<file path="config.mk">
export PLATFORM = sky130hd
export DESIGN_NAME = oric_mem_bridge
export DESIGN_NICKNAME = d
export VERILOG_FILES = /design/src/rtl/oric_mem_pkg.sv /design/src/rtl/oric_strobe_sync.sv /design/src/rtl/oric_mem_bridge.sv
export SDC_FILE = /design/constraint.sdc
export NUM_CORES = 1
export LEC_CHECK = 0
export CAP_MARGIN = 10
export CELL_PAD_IN_SITES_DETAIL_PLACEMENT = 1
export CELL_PAD_IN_SITES_GLOBAL_PLACEMENT = 2
export CORE_MARGIN = 3
export CORE_UTILIZATION = 34
export DETAILED_ROUTE_END_ITERATION = 10
export PLACE_DENSITY_LB_ADDON = 0.1
export SLEW_MARGIN = 20
export SYNTH_ARGS = -nofsm -noshare
export SYNTH_HDL_FRONTEND = slang
export SYNTH_SLANG_ARGS = --single-unit
</file>
<file path="constraint.sdc">
create_clock -name clk_mem -period 2.9 [get_ports clk_mem]
set_input_delay 0.725 -clock clk_mem [delete_from_list [all_inputs] [get_ports clk_mem]]
set_output_delay 0.725 -clock clk_mem [all_outputs]
set_load 0.01 [all_outputs]
</file>
<file path="src/rtl/oric_mem_pkg.sv">
// Shared types and constants for the Oric-to-SDRAM bridge.
package oric_mem_pkg;

    typedef enum logic {
        IDLE = 1'b0,
        WAIT = 1'b1
    } state_e;

    localparam logic [1:0] DS_WR_HI = 2'b10;
    localparam logic [1:0] DS_WR_LO = 2'b01;
    localparam logic [1:0] DS_RD    = 2'b11;

    localparam int TIMEOUT_DEFAULT = 255;

    // Byte enables for one access: a write touches only the addressed byte lane.
    function automatic logic [1:0] ds_encode(input logic we, input logic a0);
        logic [1:0] ds;
        if (we) begin
            ds = a0 ? DS_WR_HI : DS_WR_LO;
        end else begin
            ds = DS_RD;
        end
        return ds;
    endfunction

endpackage

</file>
<file path="src/rtl/oric_strobe_sync.sv">
// Two-flop synchroniser for the Oric cs/oe/we strobes into the clk_mem domain.
module oric_strobe_sync (
    input  logic       clk_mem,
    input  logic       reset,
    input  logic [2:0] async_i,
    output logic [2:0] sync_o
);
    logic [2:0] meta_d, meta_q;
    logic [2:0] sync_d, sync_q;

    // Next-state of the two synchroniser stages.
    always_comb begin
        meta_d = async_i;
        sync_d = meta_q;
    end

    // Stages reset low so a strobe held through reset is seen as a fresh edge.
    always_ff @(posedge clk_mem) begin
        if (reset) begin
            meta_q <= 3'b000;
            sync_q <= 3'b000;
        end else begin
            meta_q <= meta_d;
            sync_q <= sync_d;
        end
    end

    assign sync_o = sync_q;

endmodule

</file>
<file path="src/rtl/oric_mem_bridge.sv">
// Bridges asynchronous Oric RAM strobes onto a toggle-handshake SDRAM port,
// with a one-deep pending slot, byte lane steering and an acknowledge timeout.
module oric_mem_bridge
    import oric_mem_pkg::*;
#(
    parameter int TIMEOUT = TIMEOUT_DEFAULT
) (
    input  logic        clk_mem,
    input  logic        reset,
    input  logic [15:0] ram_ad,
    input  logic [7:0]  ram_d,
    input  logic        ram_cs,
    input  logic        ram_oe,
    input  logic        ram_we,
    output logic [7:0]  ram_q,
    output logic        port1_req,
    input  logic        port1_ack,
    output logic [15:0] port1_a,
    output logic [1:0]  port1_ds,
    output logic        port1_we,
    output logic [15:0] port1_d,
    input  logic [15:0] port1_q,
    output logic        busy,
    output logic        timeout_err
);
    localparam logic [7:0] CNT_LAST = 8'(TIMEOUT - 1);

    logic [2:0]  strb_s;
    logic        cs_s, rd_s, wr_s, trig_s, done_s, expire_s, issue_s;
    logic [15:0] iss_a_s;
    logic [7:0]  iss_d_s;
    logic        iss_we_s;

    state_e      state_d, state_q;
    logic [15:0] ad_d, ad_q, ad_prev_d, ad_prev_q;
    logic        rd_prev_d, rd_prev_q, wr_prev_d, wr_prev_q;
    logic        req_d, req_q;
    logic [15:0] a_d, a_q;
    logic [7:0]  d_d, d_q;
    logic        we_d, we_q;
    logic [1:0]  ds_d, ds_q;
    logic        pend_v_d, pend_v_q;
    logic [15:0] pend_a_d, pend_a_q;
    logic [7:0]  pend_d_d, pend_d_q;
    logic        pend_we_d, pend_we_q;
    logic [7:0]  cnt_d, cnt_q;
    logic [7:0]  rdata_d, rdata_q;
    logic        err_d, err_q;

    oric_strobe_sync u_sync (
        .clk_mem (clk_mem),
        .reset   (reset),
        .async_i ({ram_cs, ram_oe, ram_we}),
        .sync_o  (strb_s)
    );

    assign cs_s   = strb_s[2];
    assign rd_s   = strb_s[2] & strb_s[1];
    assign wr_s   = strb_s[2] & strb_s[0];
    // A new address under a held read is a new read (e.g. CPU stepping through memory).
    assign trig_s = (rd_s & ~rd_prev_q) | (wr_s & ~wr_prev_q) | (rd_s & (ad_q != ad_prev_q));

    // Next-state, handshake, pending slot and read capture.
    always_comb begin
        ad_d      = ram_ad;
        ad_prev_d = ad_q;
        rd_prev_d = rd_s;
        wr_prev_d = wr_s;
        state_d   = state_q;
        req_d     = req_q;
        a_d       = a_q;
        d_d       = d_q;
        we_d      = we_q;
        ds_d      = ds_q;
        pend_v_d  = pend_v_q;
        pend_a_d  = pend_a_q;
        pend_d_d  = pend_d_q;
        pend_we_d = pend_we_q;
        cnt_d     = cnt_q;
        rdata_d   = rdata_q;
        err_d     = err_q;
        issue_s   = 1'b0;
        iss_a_s   = ad_q;
        iss_d_s   = ram_d;
        iss_we_s  = wr_s;
        done_s    = (req_q == port1_ack);
        expire_s  = (cnt_q == CNT_LAST);

        case (state_q)
            IDLE: begin
                // Idle request phase follows ack so a stray ack never looks like a request.
                req_d   = port1_ack;
                issue_s = trig_s;
            end
            WAIT: begin
                cnt_d = cnt_q + 8'd1;
                if (done_s || expire_s) begin
                    state_d = IDLE;
                    req_d   = port1_ack;
                    if (done_s) begin
                        if (!we_q) begin
                            rdata_d = a_q[0] ? port1_q[15:8] : port1_q[7:0];
                        end else begin
                            rdata_d = rdata_q;
                        end
                    end else begin
                        err_d = 1'b1;
                    end
                    if (trig_s) begin
                        issue_s  = 1'b1;
                        pend_v_d = 1'b0;
                    end else if (pend_v_q) begin
                        issue_s  = 1'b1;
                        iss_a_s  = pend_a_q;
                        iss_d_s  = pend_d_q;
                        iss_we_s = pend_we_q;
                        pend_v_d = 1'b0;
                    end else begin
                        pend_v_d = 1'b0;
                    end
                end else if (trig_s) begin
                    pend_v_d  = 1'b1;
                    pend_a_d  = ad_q;
                    pend_d_d  = ram_d;
                    pend_we_d = wr_s;
                end else begin
                    pend_v_d = pend_v_q;
                end
            end
            default: begin
                state_d  = IDLE;
                pend_v_d = 1'b0;
            end
        endcase

        if (issue_s) begin
            state_d = WAIT;
            req_d   = ~port1_ack;
            cnt_d   = 8'd0;
            a_d     = iss_a_s;
            d_d     = iss_d_s;
            we_d    = iss_we_s;
            ds_d    = ds_encode(iss_we_s, iss_a_s[0]);
        end else begin
            ds_d = ds_d;
        end
    end

    // State and datapath registers.
    always_ff @(posedge clk_mem) begin
        if (reset) begin
            state_q   <= IDLE;
            ad_q      <= 16'h0000;
            ad_prev_q <= 16'h0000;
            rd_prev_q <= 1'b0;
            wr_prev_q <= 1'b0;
            req_q     <= port1_ack;
            a_q       <= 16'h0000;
            d_q       <= 8'h00;
            we_q      <= 1'b0;
            ds_q      <= 2'b00;
            pend_v_q  <= 1'b0;
            pend_a_q  <= 16'h0000;
            pend_d_q  <= 8'h00;
            pend_we_q <= 1'b0;
            cnt_q     <= 8'd0;
            rdata_q   <= 8'h00;
            err_q     <= 1'b0;
        end else begin
            state_q   <= state_d;
            ad_q      <= ad_d;
            ad_prev_q <= ad_prev_d;
            rd_prev_q <= rd_prev_d;
            wr_prev_q <= wr_prev_d;
            req_q     <= req_d;
            a_q       <= a_d;
            d_q       <= d_d;
            we_q      <= we_d;
            ds_q      <= ds_d;
            pend_v_q  <= pend_v_d;
            pend_a_q  <= pend_a_d;
            pend_d_q  <= pend_d_d;
            pend_we_q <= pend_we_d;
            cnt_q     <= cnt_d;
            rdata_q   <= rdata_d;
            err_q     <= err_d;
        end
    end

    assign ram_q       = cs_s ? rdata_q : 8'h00;
    assign port1_req   = req_q;
    assign port1_a     = a_q;
    assign port1_ds    = ds_q;
    assign port1_we    = we_q;
    assign port1_d     = {d_q, d_q};
    assign busy        = (state_q == WAIT) | pend_v_q;
    assign timeout_err = err_q;

endmodule

</file>
util_map.png
Bar = 20 um. The die is cut into 12 by 12 equal tiles; black is low, pale yellow is high, 0 to 100% covered.
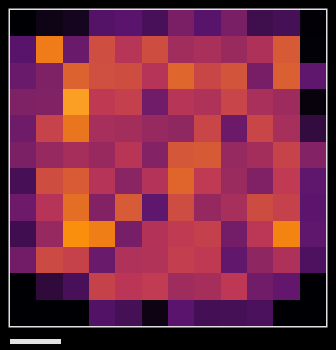
- nearly empty tiles: 6.9%
- fullest tile: 79%
- mean over tiles: 38%
- tiles over 75% full: 1.4%
core utilization before placement: 0.352
utilization after layout: 0.455

port_trees.png
Bar = 20 um.
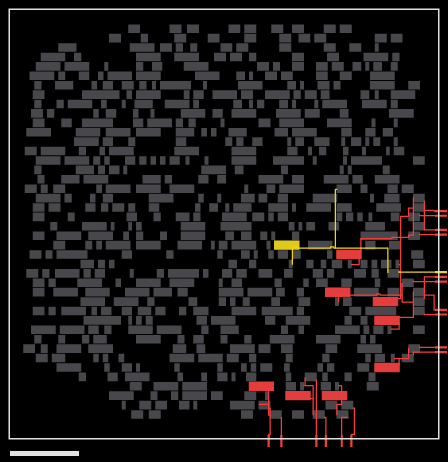
- port1_we: yellow (bits 1; direction output; edge east; end cells 1; buffers 1; wire 69.4 um)
- port1_d: red (bits 16; direction output; edge 10 east, 6 south; end cells 8; buffers 16; wire 282 um)

floorplan.png
Bar = 20 um. Pins as bars on the die edge.
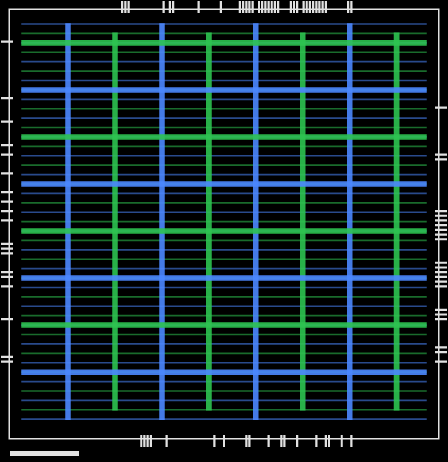
- VSS: blue
- VDD: green
- signal pins: 92
- rows: 42
width of the die: 124 um
die y size: 124 um
peak supply drop: 0.000332 V
area of the core: 13400 sq um

congestion_map.png
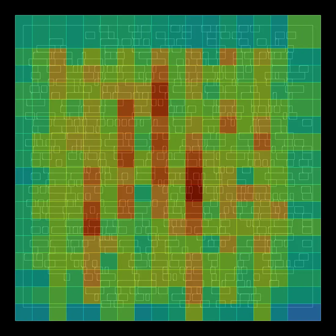
GRT Resource Usage Total: 0.162
layer carrying the most global-route usage: met2
met3 layer usage reported by global route: 0.0409
met1 track utilization from global routing: 0.205

[logic make-up (layout without fill, tap and decap cells)]
family                     count (synthesis)  after routing
buffers and inverters                     45            126
xor gates and xnor gates                  25             25
muxes                                     33             33
DFF                                      112            112
AOI/OAI and AO/OA                         75             75
and+or+nand+nor                          186            186
adders and majority gates                  2              2
[state kept, by name, indices dropped and copies added (netlist names), 2 cells and up]
register and cells:
ad_prev_d 16, ad_prev_q 16, cnt_q 8, d_q 8, pend_a_q 16, pend_d_q 8
port1_a 16, port1_ds 2, rdata_q 8, u_sync.meta_q 3, u_sync.sync_o 3
[worst max-delay path, stage by stage (launching register included)]
cell and delay (ps):
dfxtp_1 330, xnor2_1 280, nand3_1 180, nor3_2 460, a21o_4 290, a21o_1 180, buf_12 200, mux2_2 350
[cells in the final DEF, fill, tap and decap left out, drive strengths merged, types with 3 or more instances in the layout]
master and n:
dfxtp 111, clkdlybuf4s50 90, nor2b 55, nor2 47, nand3 29, o21ai 27
a311oi 25, nand2b 19, buf 18, mux2 17, xnor2 16, mux2i 16
a211oi 11, clkbuf 10, nand2 9, and2 9, xor2 9, inv 6
nand4 5, a21oi 5, or2 4, a21o 3, and3 3
[path summary, 6_finish.rpt]
kind	startpoint	end	slack, ps	cells after the start
min	u_sync.meta_q[0]	u_sync.sync_o[0]	450	1
max reg2reg	ad_prev_d[4]	pend_a_q[11]	520	7
max	ad_prev_d[4]	pend_a_q[11]	520	7
min reg2reg	u_sync.meta_q[0]	u_sync.sync_o[0]	450	1
[report_power, final]
group	internal [uW]	switching [uW]	total, uW
registers	1580	26.5	1600
logic	135	101	235
clock network	774	585	1360
[stage by stage]
step                      instances  worst slack [ps]
after CTS                       735               444
after global routing            735               341
after global placement          719               206
final                           735               518
after floorplan                 478               880
after detailed placement        719               175
==> impl_metrics.py <==
# Synthesis and PnR figures
metrics = {
    "sta": {
        "worst_slew_margin_rel": 0.500,
        "post-route-min-period_ps": 2380,
        "grt_setup_unrepaired": "no",
        "setup_total_negative_slack_ps": 0,
        "worst-slew-pin-transition_ps": 749,
        "slew_viol_final": 0,
        "clock.fmax_ghz": 0.420,
        "worst_clock_skew_ps": 8.76,
    },
    "synthesis": {
        "synth-seq-area-share": 0.478,
        "post_synth_instance_area_sq_um": 4710,
        "mappedNetlistNets": 526,
        "ys_sh_xor": 0.0480,
        "ys_cells": 478,
        "postSynthCellCount": 478,
        "synth-seq-cells": 112,
        "postSynth.asyncResetShare": 0,
        "synth.logic.top_family": "simple AND/OR/NAND/NOR gates",
        "synthDistinctLibCells": 49,
        "avgSynthCellArea_sq_um": 9.86,
        "synth-edff-count": 1,
    },
    "clock_network": {
        "clk_pin_slew_ps": 80,
        "cts_resized": 0,
        "clock_tree.htree_level_count": 3,
        "post_cts.repair.setup_buffers": 0,
        "postCtsHoldBufs": 0,
        "cts-buffers-inserted": 9,
        "cts.sink_count": 112,
        "cts_tree": "built",
    },
    "layout": {
        "nonClockBufferCount": 108,
        "final-nonclk-buf-share": 0.176,
        "layout.cells.largest_class": "flip-flops and latches",
        "nets": 602,
        "antennaDiodeCount": 0,
        "clkbuf_count": 10,
        "final_design_area_no_fill_sq_um": 6100,
        "inverters": 2,
        "regArea_sq_um": 2250,
        "area.share.combinational": 0.364,
    },
    "run_status": {
        "status": "completed",
    },
    "setup_path": {
        "timing.setup.critical_path_class": "reg -> reg",
        "setup.worst_path.end_class": "flop",
        "critical_path_arrival_ps": 2620,
        "worstSetupStartpointType": "flop",
    },
    "floorplan": {
        "floorplan.rows": 42,
        "taps": 176,
        "io_pins": 92,
        "chip_area_sq_um": 15300,
    },
    "pwr": {
        "power_density_nw_per_um2": 524,
    },
    "detailed_routing": {
        "routed_via_density": 4.88,
        "dr_wl_met2_um": 5880,
        "routed_wirelength_um": 11800,
        "vias": 3590,
        "ant_nets": 0,
        "violation_count_after_the_first_detailed_routing_iteration": 125,
        "wl_met3_um": 432,
    },
    "grt": {
        "grt_first_pass_wirelength_um": 19300,
        "grt.met2_usage": 0.273,
    },
    "placed_design": {
        "gp_congestion": 0.780,
        "post_dp_cell_area_sq_um": 5770,
        "dpl.hpwl_um": 8310,
    },
    "run": {
        "max-cap-violations": 0,
        "warnings": 27,
    },
    "min_path": {
        "hold_path_class": "reg -> reg",
    },
}
Power figures rest on the tool's default switching activity, not on a simulated workload.
